### config.mk
export PLATFORM = sky130hd
export DESIGN_NAME = oclib_csr_splitter
export DESIGN_NICKNAME = d
export VERILOG_FILES = /design/src/rtl/oclib_pkg.sv /design/src/rtl/oclib_csr_space_decode.sv /design/src/rtl/oclib_csr_splitter.sv
export SDC_FILE = /design/constraint.sdc
export NUM_CORES = 1
export LEC_CHECK = 0
export CELL_PAD_IN_SITES_DETAIL_PLACEMENT = 0
export CELL_PAD_IN_SITES_GLOBAL_PLACEMENT = 1
export CORE_UTILIZATION = 25
export CTS_CLUSTER_DIAMETER = 50
export DETAILED_ROUTE_END_ITERATION = 10
export PLACE_DENSITY_LB_ADDON = 0.12
export SLEW_MARGIN = 40
export SYNTH_ARGS = -nofsm -noshare
export SYNTH_HDL_FRONTEND = slang
export SYNTH_SLANG_ARGS = --single-unit
### constraint.sdc
create_clock -name clock -period 2.1 [get_ports clock]
set_clock_uncertainty 0.1 [all_clocks]
set_input_delay 0.315 -clock clock [delete_from_list [all_inputs] [get_ports clock]]
set_output_delay 0.315 -clock clock [all_outputs]
set_load 0.1 [all_outputs]
### src/rtl/oclib_pkg.sv
// +----------------------------------------------------------------------------+
// | oclib_pkg                                                                  |
// | Shared CSR bus types, block IDs and CSR splitter state/constants.          |
// | Revision: 1.0                                                              |
// +----------------------------------------------------------------------------+
`default_nettype none

package oclib_pkg;

  localparam logic [3:0]  BcBlockIdAny      = 4'hF;
  localparam logic [31:0] CsrSplitErrorData = 32'h0;

  typedef struct packed {
    logic [3:0]  toblock;
    logic [3:0]  space;
    logic [31:0] address;
    logic [31:0] wdata;
    logic        read;
    logic        write;
  } csr_32_s;

  typedef struct packed {
    logic [31:0] rdata;
    logic        ready;
    logic        error;
  } csr_32_fb_s;

  typedef enum logic [2:0] {
    CsrSplitStateIdle    = 3'd0,
    CsrSplitStateDecode  = 3'd1,
    CsrSplitStateIssue   = 3'd2,
    CsrSplitStateRespond = 3'd3,
    CsrSplitStateRelease = 3'd4
  } csr_split_state_e;

  function automatic logic [15:0] satInc16(input logic [15:0] value);
    return (value == 16'hFFFF) ? value : value + 16'd1;
  endfunction

endpackage

`default_nettype wire

### src/rtl/oclib_csr_space_decode.sv
// +----------------------------------------------------------------------------+
// | oclib_csr_space_decode                                                     |
// | Combinational space-to-port priority match; lowest port index wins.        |
// | Revision: 1.0                                                              |
// +----------------------------------------------------------------------------+
`default_nettype none

module oclib_csr_space_decode
  import oclib_pkg::*;
#(
  parameter int                    Ports    = 2,
  parameter logic [Ports-1:0][3:0] SpaceMap = '0,
  localparam int                   SelWidth = (Ports > 1) ? $clog2(Ports) : 1
) (
  input  logic [3:0]          space,
  output logic [SelWidth-1:0] sel,
  output logic                hit
);

  // Scan from the top down so the lowest matching index is the last write.
  always_comb begin
    sel = '0;
    hit = 1'b0;
    for (int p = Ports - 1; p >= 0; p--) begin
      if (SpaceMap[p] == space) begin
        sel = SelWidth'(p);
        hit = 1'b1;
      end
    end
  end

endmodule

`default_nettype wire

### src/rtl/oclib_csr_splitter.sv
// +----------------------------------------------------------------------------+
// | oclib_csr_splitter                                                         |
// | Routes one CSR request stream to N ports by space, with timeout watchdog.  |
// | Revision: 1.0                                                              |
// +----------------------------------------------------------------------------+
`default_nettype none

module oclib_csr_splitter
  import oclib_pkg::*;
#(
  parameter int                    Ports         = 2,
  parameter type                   CsrType       = csr_32_s,
  parameter type                   CsrFbType     = csr_32_fb_s,
  parameter logic [Ports-1:0][3:0] SpaceMap      = '0,
  parameter logic [3:0]            AnswerToBlock = BcBlockIdAny,
  parameter int                    TimeoutCycles = 1024
) (
  input  logic                  clock,
  input  logic                  reset,
  input  CsrType                in,
  output CsrFbType              inFb,
  output CsrType [Ports-1:0]    out,
  input  CsrFbType [Ports-1:0]  outFb,
  output logic [15:0]           timeoutCount,
  output logic [15:0]           errorCount,
  output logic                  busy
);

  localparam int SelWidth     = (Ports > 1) ? $clog2(Ports) : 1;
  localparam int TimerWidth   = $clog2(TimeoutCycles + 2);
  localparam bit TimerEnabled = (TimeoutCycles != 0);

  csr_split_state_e      r_state;
  logic [SelWidth-1:0]   r_sel;
  logic                  r_hit;
  logic [TimerWidth-1:0] r_timer;

  logic [SelWidth-1:0]   w_sel;
  logic                  w_hit;
  logic                  w_request;
  logic                  w_accept;
  logic                  w_expired;
  logic                  w_issueWrite;
  logic                  w_issueRead;

  oclib_csr_space_decode #(
    .Ports    (Ports),
    .SpaceMap (SpaceMap)
  ) uDecode (
    .space (in.space),
    .sel   (w_sel),
    .hit   (w_hit)
  );

  assign w_request    = in.read | in.write;
  assign w_accept     = (AnswerToBlock == BcBlockIdAny) ||
                        (in.toblock == AnswerToBlock)   ||
                        (in.toblock == BcBlockIdAny);
  assign w_expired    = TimerEnabled && (r_timer == TimerWidth'(TimeoutCycles));
  // A simultaneous read and write is resolved as a write.
  assign w_issueWrite = in.write;
  assign w_issueRead  = in.read & ~in.write;

  always_ff @(posedge clock or negedge reset) begin
    if (!reset) begin
      r_state      <= CsrSplitStateIdle;
      r_sel        <= '0;
      r_hit        <= 1'b0;
      r_timer      <= '0;
      inFb         <= '0;
      out          <= '0;
      timeoutCount <= '0;
      errorCount   <= '0;
      busy         <= 1'b0;
    end else begin
      inFb.ready <= 1'b0;
      for (int p = 0; p < Ports; p++) begin
        out[p]       <= in;
        out[p].read  <= 1'b0;
        out[p].write <= 1'b0;
      end

      case (r_state)
        CsrSplitStateIdle: begin
          if (w_request && w_accept) begin
            r_sel   <= w_sel;
            r_hit   <= w_hit;
            busy    <= 1'b1;
            r_state <= CsrSplitStateDecode;
          end
        end

        CsrSplitStateDecode: begin
          if (r_hit) begin
            out[r_sel].write <= w_issueWrite;
            out[r_sel].read  <= w_issueRead;
            r_timer          <= TimerWidth'(1);
            r_state          <= CsrSplitStateIssue;
          end else begin
            inFb.ready <= 1'b1;
            inFb.error <= 1'b1;
            inFb.rdata <= CsrSplitErrorData;
            errorCount <= satInc16(errorCount);
            r_state    <= CsrSplitStateRespond;
          end
        end

        CsrSplitStateIssue: begin
          if (outFb[r_sel].ready) begin
            inFb.ready <= 1'b1;
            inFb.error <= outFb[r_sel].error;
            inFb.rdata <= outFb[r_sel].rdata;
            if (outFb[r_sel].error) begin
              errorCount <= satInc16(errorCount);
            end
            r_state <= CsrSplitStateRespond;
          end else if (w_expired) begin
            inFb.ready   <= 1'b1;
            inFb.error   <= 1'b1;
            inFb.rdata   <= CsrSplitErrorData;
            timeoutCount <= satInc16(timeoutCount);
            errorCount   <= satInc16(errorCount);
            r_state      <= CsrSplitStateRespond;
          end else begin
            out[r_sel].write <= w_issueWrite;
            out[r_sel].read  <= w_issueRead;
            if (TimerEnabled) begin
              r_timer <= r_timer + TimerWidth'(1);
            end
          end
        end

        CsrSplitStateRespond: begin
          r_state <= CsrSplitStateRelease;
        end

        CsrSplitStateRelease: begin
          // Hold off until the requester drops, so a held request is not re-accepted.
          if (!w_request) begin
            busy    <= 1'b0;
            r_state <= CsrSplitStateIdle;
          end
        end

        default: begin
          busy    <= 1'b0;
          r_state <= CsrSplitStateIdle;
        end
      endcase
    end
  end

endmodule

`default_nettype wire

==> run_1/sizes.png <==
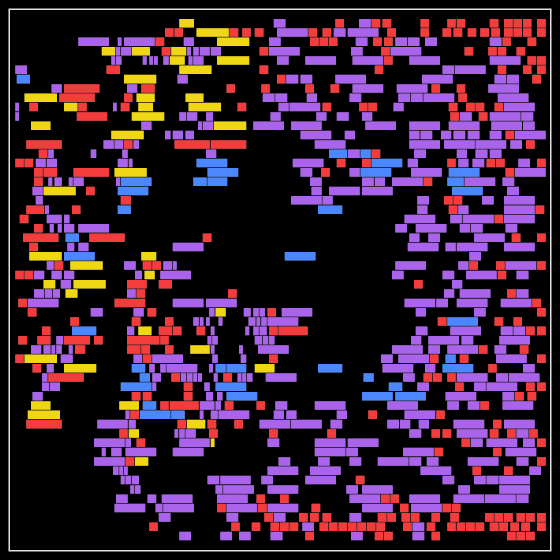
Key: purple = _0 and _1 cells [cells 417, share 54%]; red = _3 and _4 cells [cells 280, share 36%]; yellow = _2 cells [cells 42, share 5.4%]; blue = _6 and larger [cells 38, share 4.9%]
Non-CTS buffers: 369
P&R area growth vs syn: 61.8%
final worst slack: 0.00397 ns

==> run_1/cell_density.png <==
Scale bar: 50 um. The die is cut into 16 by 16 equal tiles; dark blue is low, red is high, 0 to 100% covered.
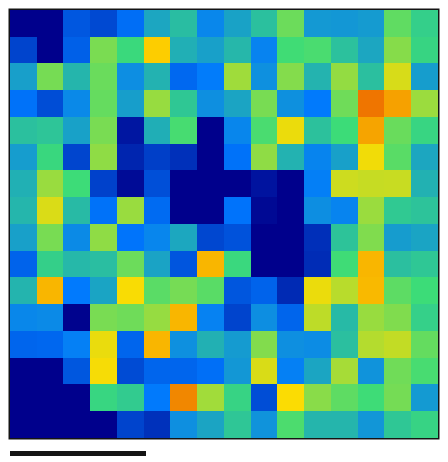
The mean over all tiles is 38%. The emptiest ninth of the die: centre. 11% of the tiles are nearly empty. 4.3% of the tiles are over 75% full. The fullest tile reaches 87%.
final core occ: 41.4%
Core Util at FP: 25.6%
core area: 23,600 sq um

==> run_1/layer_met2.png <==
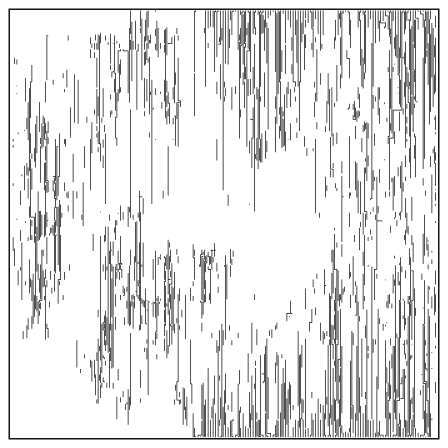
The layer holds 51% of the routed length. 824 nets have wire on it.

==> flow_metrics.tcl <==
# flow metrics
set metrics [dict create \
    status "completed" \
    avgViaCountPerCell 4.26 \
    rr_endpoint "timeoutCount[1]" \
    maxCapViolCount 0 \
    arrival_ns 2.30 \
    peakVddDrop_uv 733 \
    p_leak_nw 4.52 \
    post_cts_buffers 1 \
    insertion_delay_ns 0.42 \
    synth_cell_type_count 45 \
    ys_sh_aoi_pct 8.32 \
    drive_gt1_share_pct 46.3 \
    timing.hold.ws_ns 0.225 \
    drc 0 \
    wl_um 19900 \
    min_from "in[39]" \
    tns_ns 0 \
    die_x_um 158 \
    path_cells "inv_2, ha_2, nor4b_4, buf_4, nand4_1, a31oi_4, buf_12, mux2_4" \
    cts_hold_buf 1 \
    grt_pass1_vias 4697 \
    post-dp-hpwl_um 15400 \
    synth.area.mux_share_pct 0.910 \
    grt-ovfl-total 0 \
    syn_inst 463 \
    logic_family "buffers and inverters" \
    cp-endpoint "timeoutCount[1]" \
    finalCriticalPeriod_ns 2.10 \
    cts.clk_slew.worst_paths_ns 0.07 \
    worstSetupStartpoint "r_timer[0]" \
    die_area_sq_um 24800 \
    power_w 0.0134 \
    async_flop_share_pct 100 \
    slew_viol_final 0 \
    yosysWarnings 0 \
    xor_area_share_pct 4.20 \
    wl_per_cell_um 18.2 \
    critical_path.top_delay_family "buffers and inverters" \
    diodes 0 \
    cts_resized 9 \
    ys.flops 156 \
    crit_type "reg2reg" \
    cts_sinks 156 \
    endpoint_kind "flip-flop" \
    io_pins 359 \
    vias 4669 \
    synth_seq_share_pct 64.6 \
    gp_congestion 0.783 \
    final_cells 1096 \
    grt.total_usage_pct 15.6 \
    hold_path_class "in2reg" \
    final_cell_mix "251 x buf_4, 128 x dfrtp_1, 108 x clkdlybuf4s50_1" \
    syn_area_sq_um 6050 \
    first_pass_iters 4 \
    rsz0062_at_grt "true" \
    numCtsBuffers 17 \
    finalHoldViolCount 0 \
    synth-edff-count 0 \
    cp.required_ns 2.31 \
    layout_top_cell "buf_4" \
    antenna_found_initial 1 \
    placed_area_sq_um 8970 \
    worstHoldPathCells 1 \
    die_h_um 158 \
    warnings 63 \
    setup_viol 0 \
    holdPathEnd "out[113]" \
    ys_chip_area_sq_um 6050 \
    adder_share_pct 0.993 \
    path_max_fanout 8 \
    yosys_most_used_dff "dfrtp_1" \
    grt_pass1_wl_um 28500 \
    worst-path-stages 8 \
    cts_buffer_depth 2 \
    path_buffers 3 \
    syn_avg_cell_area_sq_um 13.1 \
    ff2ff_setup_slack_ns 0.004 \
    power_density_nw_per_um2 1360 \
    htree_levels 4 \
    dp_cells 1056 \
    final_net_count 912 \
    initialDrtViolationCount 129 \
    rows 56 \
    port_buffers 322 \
    start_kind "flip-flop" \
    fin_area_sq_um 9790 \
    fin_crit_sh_pct 99.8 \
    crit_path_max_incr_delay_ns 0.38 \
    cts_tree "built" \
    pre_cts_ws_ns -0.119 \
    r2r_cells 8 \
    yosys.area_share.simple_pct 10.0 \
    antenna_left 0 \
    grt_max_degree 48 \
    yosys_cells 463 \
    ctsRootBufferMaster "clkbuf_16" \
    slowest_stage "dfrtp_1" \
    worstReg2RegStart "r_timer[0]" \
    max_freq_ghz 0.477 \
]
run 1: power breakdown:
group	total [W]	internal, W	leakage [nW]	switching [W]
sequential	0.00387	0.00352	1.89	0.000350
clock	0.00305	0.00162	0.282	0.00144
combinational	0.00643	0.00163	2.35	0.00480
total	0.0134	0.00677	4.52	0.00658
run 1: cell type report:
type / instances / area (sq um)
fillers: 2236 / 13800
flip-flops and latches: 156 / 3960
repair buffers: 369 / 3120
multi-input cells: 212 / 1690
clock buffers: 18 / 439
well taps: 319 / 399
clock inverters: 14 / 145
inverters: 8 / 30.0
run 1: sequential cells by signal, summed over array words and instances, names as in the netlist:
signal / count
busy: 1
errorCount: 16
inFb: 34
out: 74
r_hit: 1
r_state: 3
r_timer: 11
timeoutCount: 16
run 1: cells in the mapped netlist (all sizes together) (2+ instances only):
cell type  number  share of area (%)
nand4          11                1.1
and3            5               0.52
nor2           19                1.2
nor3b           4               0.50
buf            80                9.9
nor4            7               0.72
nand3          14                1.2
and4            4               0.58
a21oi           3               0.25
a22o           33                4.8
xnor2          16                2.3
dfrtp         156                 65
o21ai          16                1.4
inv             8               0.50
nand2          22                1.4
ha              4               0.83
nor4b           6                1.2
nor3            7               0.58
mux2            4               0.74
or3b            2               0.29
a31oi           4               0.41
clkbuf          8               0.50
xor2           13                1.9
o41ai           2               0.29
run 1: cells by family after synthesis:
kind of cell,Yosys count
AOI/OAI and AO/OA,63
xor gates and xnor gates,29
adders and majority gates,5
buffers and inverters,96
DFF,156
muxes,5
other,1
and+or+nand+nor,108
run 1: routing by layer:
metal	GRT usage (%)	part of all wire (%)
met1	17.7	39
met2	26.9	51
met3	6.53	9.7
met4	3.70	0.98
met5	0	0.060
No activity file was given, so power comes from the tool's default toggle rates.
